Figure 1. Supply network.
Scale bar: 20 microns. Pins as bars on the die edge.
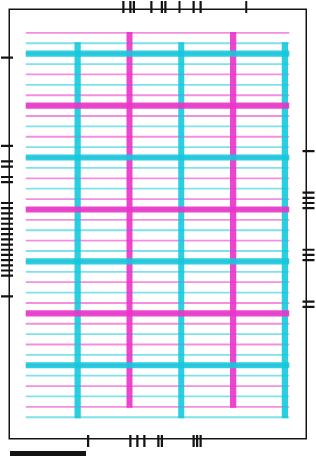
Figure 2. Cells coloured by class.
Scale bar: 20 microns.
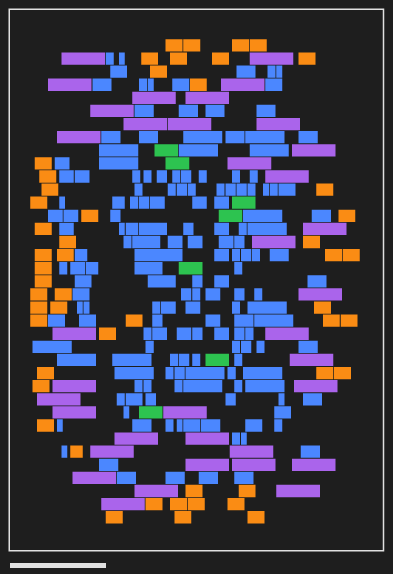
Figure 3. Clock network drawn from the DEF.
Scale bar: 20 microns.
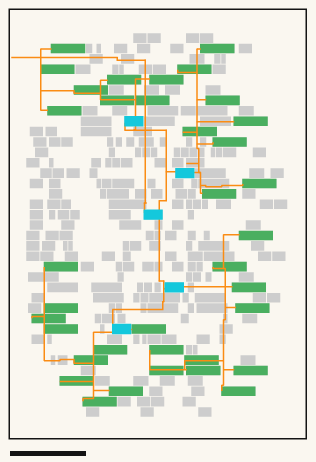
File: config.mk
export PLATFORM = sky130hd
export DESIGN_NAME = reg_file_mp
export DESIGN_NICKNAME = d
export VERILOG_FILES = /design/src/rtl/reg_file_mp_pkg.sv /design/src/rtl/rf_scoreboard.sv /design/src/rtl/reg_file_mp.sv
export SDC_FILE = /design/constraint.sdc
export NUM_CORES = 1
export LEC_CHECK = 0
export CAP_MARGIN = 20
export CORE_ASPECT_RATIO = 1.5
export CORE_MARGIN = 4
export CORE_UTILIZATION = 35
export DETAILED_ROUTE_END_ITERATION = 8
export PLACE_DENSITY_LB_ADDON = 0.1
export SLEW_MARGIN = 20
export SYNTH_ARGS = -nofsm -noshare
export SYNTH_HDL_FRONTEND = slang
export SYNTH_HIERARCHICAL = 1
export SYNTH_SLANG_ARGS = --single-unit
File: constraint.sdc
create_clock -name clk -period 8 [get_ports clk]
set_input_delay 1.6 -clock clk [delete_from_list [all_inputs] [get_ports clk]]
set_output_delay 1.6 -clock clk [all_outputs]
set_load 0.01 [all_outputs]
File: src/rtl/reg_file_mp_pkg.sv
// reg_file_mp_pkg: shared constants and types for the multi-port register file.
package reg_file_mp_pkg;
    localparam int FLAGS_IDX_DEF = 3;
    localparam int FLAG_Z = 0;
    localparam int FLAG_C = 1;
    localparam int FLAG_N = 2;
    localparam int FLAG_V = 3;
    typedef logic [1:0] reg_idx_t;
endpackage

File: src/rtl/rf_scoreboard.sv
// rf_scoreboard: per-register busy bits with reserve-over-clear priority and busy lookup.
module rf_scoreboard
    import reg_file_mp_pkg::*;
#(
    parameter int NREGS = 4,
    parameter int BYPASS = 1,
    localparam int AW = $clog2(NREGS)
) (
    input  logic             clk,
    input  logic             rst,
    input  logic             rsv_en,
    input  logic [AW-1:0]    rsv_idx,
    input  logic             wr,
    input  logic [AW-1:0]    waddr,
    input  logic [AW-1:0]    raddr_a,
    input  logic [AW-1:0]    raddr_b,
    output logic             busy_a,
    output logic             busy_b,
    output logic [NREGS-1:0] busy_vec
);
    localparam logic [AW:0] NR = (AW+1)'(NREGS);
    logic [NREGS-1:0] busy;
    logic rok;
    assign rok = rsv_en && ({1'b0, rsv_idx} < NR);
    // Reserve is applied last so a new producer wins over a same-cycle retire.
    always_ff @(posedge clk or posedge rst) begin
        if (rst) begin
            busy <= '0;
        end else begin
            if (wr) busy[waddr] <= 1'b0;
            if (rok) busy[rsv_idx] <= 1'b1;
        end
    end
    assign busy_vec = busy;
    assign busy_a = (BYPASS != 0 && wr && waddr == raddr_a) ? 1'b0 :
                    ({1'b0, raddr_a} < NR) ? busy[raddr_a] : 1'b0;
    assign busy_b = (BYPASS != 0 && wr && waddr == raddr_b) ? 1'b0 :
                    ({1'b0, raddr_b} < NR) ? busy[raddr_b] : 1'b0;
endmodule

File: src/rtl/reg_file_mp.sv
// reg_file_mp: register file with one write port, two read ports, a flags-update port
// and a busy scoreboard; optional same-cycle write bypass.
module reg_file_mp
    import reg_file_mp_pkg::*;
#(
    parameter int NREGS = 4,
    parameter int WIDTH = 8,
    parameter int FLAGS_IDX = FLAGS_IDX_DEF,
    parameter int BYPASS = 1,
    localparam int AW = $clog2(NREGS)
) (
    input  logic             clk,
    input  logic             rst,
    input  logic             we,
    input  logic [AW-1:0]    waddr,
    input  logic [WIDTH-1:0] wdata,
    input  logic [AW-1:0]    raddr_a,
    output logic [WIDTH-1:0] rdata_a,
    input  logic [AW-1:0]    raddr_b,
    output logic [WIDTH-1:0] rdata_b,
    input  logic             flag_we,
    input  logic [WIDTH-1:0] flag_val,
    input  logic             rsv_en,
    input  logic [AW-1:0]    rsv_idx,
    output logic             busy_a,
    output logic             busy_b,
    output logic [NREGS-1:0] busy_vec
);
    localparam logic [AW:0] NR = (AW+1)'(NREGS);
    localparam logic [AW-1:0] FI = AW'(FLAGS_IDX);
    logic [WIDTH-1:0] regs [NREGS];
    logic wok, fok;
    assign wok = we && ({1'b0, waddr} < NR);
    assign fok = flag_we && !(wok && waddr == FI);
    always_ff @(posedge clk or posedge rst) begin
        if (rst) begin
            for (int i = 0; i < NREGS; i++) regs[i] <= '0;
        end else begin
            if (fok) regs[FLAGS_IDX] <= flag_val;
            if (wok) regs[waddr] <= wdata;
        end
    end
    // Bypass is suppressed during reset so reads show the cleared state.
    assign rdata_a = rst ? '0 :
                     (BYPASS != 0 && wok && waddr == raddr_a) ? wdata :
                     (BYPASS != 0 && fok && raddr_a == FI) ? flag_val :
                     ({1'b0, raddr_a} < NR) ? regs[raddr_a] : '0;
    assign rdata_b = rst ? '0 :
                     (BYPASS != 0 && wok && waddr == raddr_b) ? wdata :
                     (BYPASS != 0 && fok && raddr_b == FI) ? flag_val :
                     ({1'b0, raddr_b} < NR) ? regs[raddr_b] : '0;
    rf_scoreboard #(.NREGS(NREGS), .BYPASS(BYPASS)) u_sb (
        .clk(clk), .rst(rst), .rsv_en(rsv_en), .rsv_idx(rsv_idx),
        .wr(wok), .waddr(waddr), .raddr_a(raddr_a), .raddr_b(raddr_b),
        .busy_a(busy_a), .busy_b(busy_b), .busy_vec(busy_vec)
    );
endmodule

==> impl_metrics.yaml <==
# generated from flow reports
run_status:
  status: "completed"
layout:
  lay_top_cells: "clkdlybuf4s50_1 (50), dfrtp_1 (36), mux2_2 (24), o21ai_0 (24), nand3_1 (20)"
  buf_share: 0.1625
  fill_cells: 669
  drive_above_1_share: 0.2162
  layout_top_cell: "clkdlybuf4s50_1"
  clkCellAreaFrac: 0.03081
  dominant_cells: "logic gates"
  seq_cells: 36
sta:
  finalCritPeriodShare: 0.7649
  final-hold-violation-count: 0
  slew_viol_final: 0
  rsz0062_at_grt: "no"
  slew-limit-headroom: 0.3382
  whs_ns: 0.5268
  fmaxAchievable_mhz: 163.4
  worst_slew_pin_slew_ns: 0.9927
global_routing:
  grt_max_degree: 49
  grt_first_pass_wirelength_microns: 12680
synthesis:
  top_cells_by_count: "dfrtp_1 (36), mux2_2 (24), o21ai_0 (24)"
  synth.most_common_cell: "dfrtp_1"
  ys_seq_frac: 0.3564
  yosysUniqueCellTypes: 28
drt:
  wl_per_cell_microns: 22.61
  drcViolationCount: 0
  drt-vias-per-instance: 6.365
  num_vias: 2145
job:
  drv_cap: 0
floorplan:
  initCoreUtil: 0.3640
  ios: 51
worst_setup_path:
  timing.rr.end: "regs[1]$_DFF_PP0_"
placed_design:
  dpl-instance-area_sq_um: 3030
  globalplace.congestion: 0.7955
  hpwlAfterDp_microns: 5243
clocking:
  tritoncts: "built"
  cts_setup_buffers: 0
  clock_sink_count: 36
hold_path:
  hold_path_class: "reg -> reg"
Notes on Figure 1 above:
legend:
  magenta:
    net: VDD
  cyan:
    net: VSS
met5 straps: 7
signal pins: 51
met1 rails: 38
rows: 37
met4 straps: 5
VDD IR max: 86.67 uV
die width: 77.39 microns
die height: 112.1 microns
core area: 6944 sq um

Notes on Figure 2 above:
legend:
  blue:
    class: all other logic
    cells: 165
  purple:
    class: flip-flops
    cells: 36
  green:
    class: clock drivers and dummy loads
    cells: 7
  orange:
    class: other buffers and delay cells
    cells: 51
final core utilization: 0.4503
final instance area: 3127 sq um
# rows: 37
flop share of the area: 0.2881

Notes on Figure 3 above:
legend:
  cyan:
    item: cells driving clock nets
    count: 5
  green:
    item: flip-flops
    count: 36
  orange:
    item: clock wires
    length: 497 microns
flops lie: all over the die
clock power share: 0.244
clk latency late pin: 0.28 ns

power by group:
part	leakage, nW	switching, W	total (W)	internal, W
registers	0.426	0.0000239	0.000237	0.000213
clock network	0.0503	0.0000620	0.000139	0.0000767
logic	0.667	0.0000831	0.000193	0.000109
total	1.14	0.000169	0.000569	0.000400
worst max-delay path by stage:
stage / to / startpoint / cells past startpoint
2_1_floorplan: rdata_a[4] / rst / 4
3_5_place_dp: rdata_a[0] / waddr[0] / 5
6_report: rdata_a[1] / waddr[0] / 5
3_3_place_gp: rdata_b[4] / waddr[0] / 5
5_1_grt: rdata_a[2] / waddr[0] / 5
4_1_cts: rdata_a[0] / waddr[0] / 5
through the flow:
stage | instances | worst slack [ns]
after floorplan | 218 | 3.044
after global placement | 330 | 1.802
after detailed placement | 330 | 1.836
after CTS | 337 | 1.842
after global routing | 337 | 1.639
final | 337 | 1.881
cells by family (layout without fill, tap and decap cells):
logic type / count (synthesis) / after routing / share of synthesized area
AND-OR/OR-AND: 62 / 62 / 0.1654
multiplexers: 50 / 50 / 0.2990
AND/OR/NAND/NOR: 39 / 39 / 0.08565
flip-flops: 36 / 36 / 0.3564
buffers and inverters: 23 / 64 / 0.04949
XOR/XNOR: 8 / 8 / 0.04406
metal layers:
layer  part of all wire  global-route usage  vias to the layer above
met4              0.025             0.06651                        0
met1               0.39              0.2371                     1060
met3              0.070             0.03291                       13
li1                   -                   -                      961
met5                  0                   0                        -
met2               0.51              0.3185                      111
registers in the layout, indices dropped and copies added (netlist names):
register and flops:
regs 32, u_sb/busy_vec 4
worst max-delay path: stages:
cell and delay [ns]:
clkdlybuf4s50_1 0.92, and3_1 0.92, o21ai_0 0.22, a31oi_1 0.27
clkdlybuf4s50_1 0.58
Power and IR drop assume default switching activity.
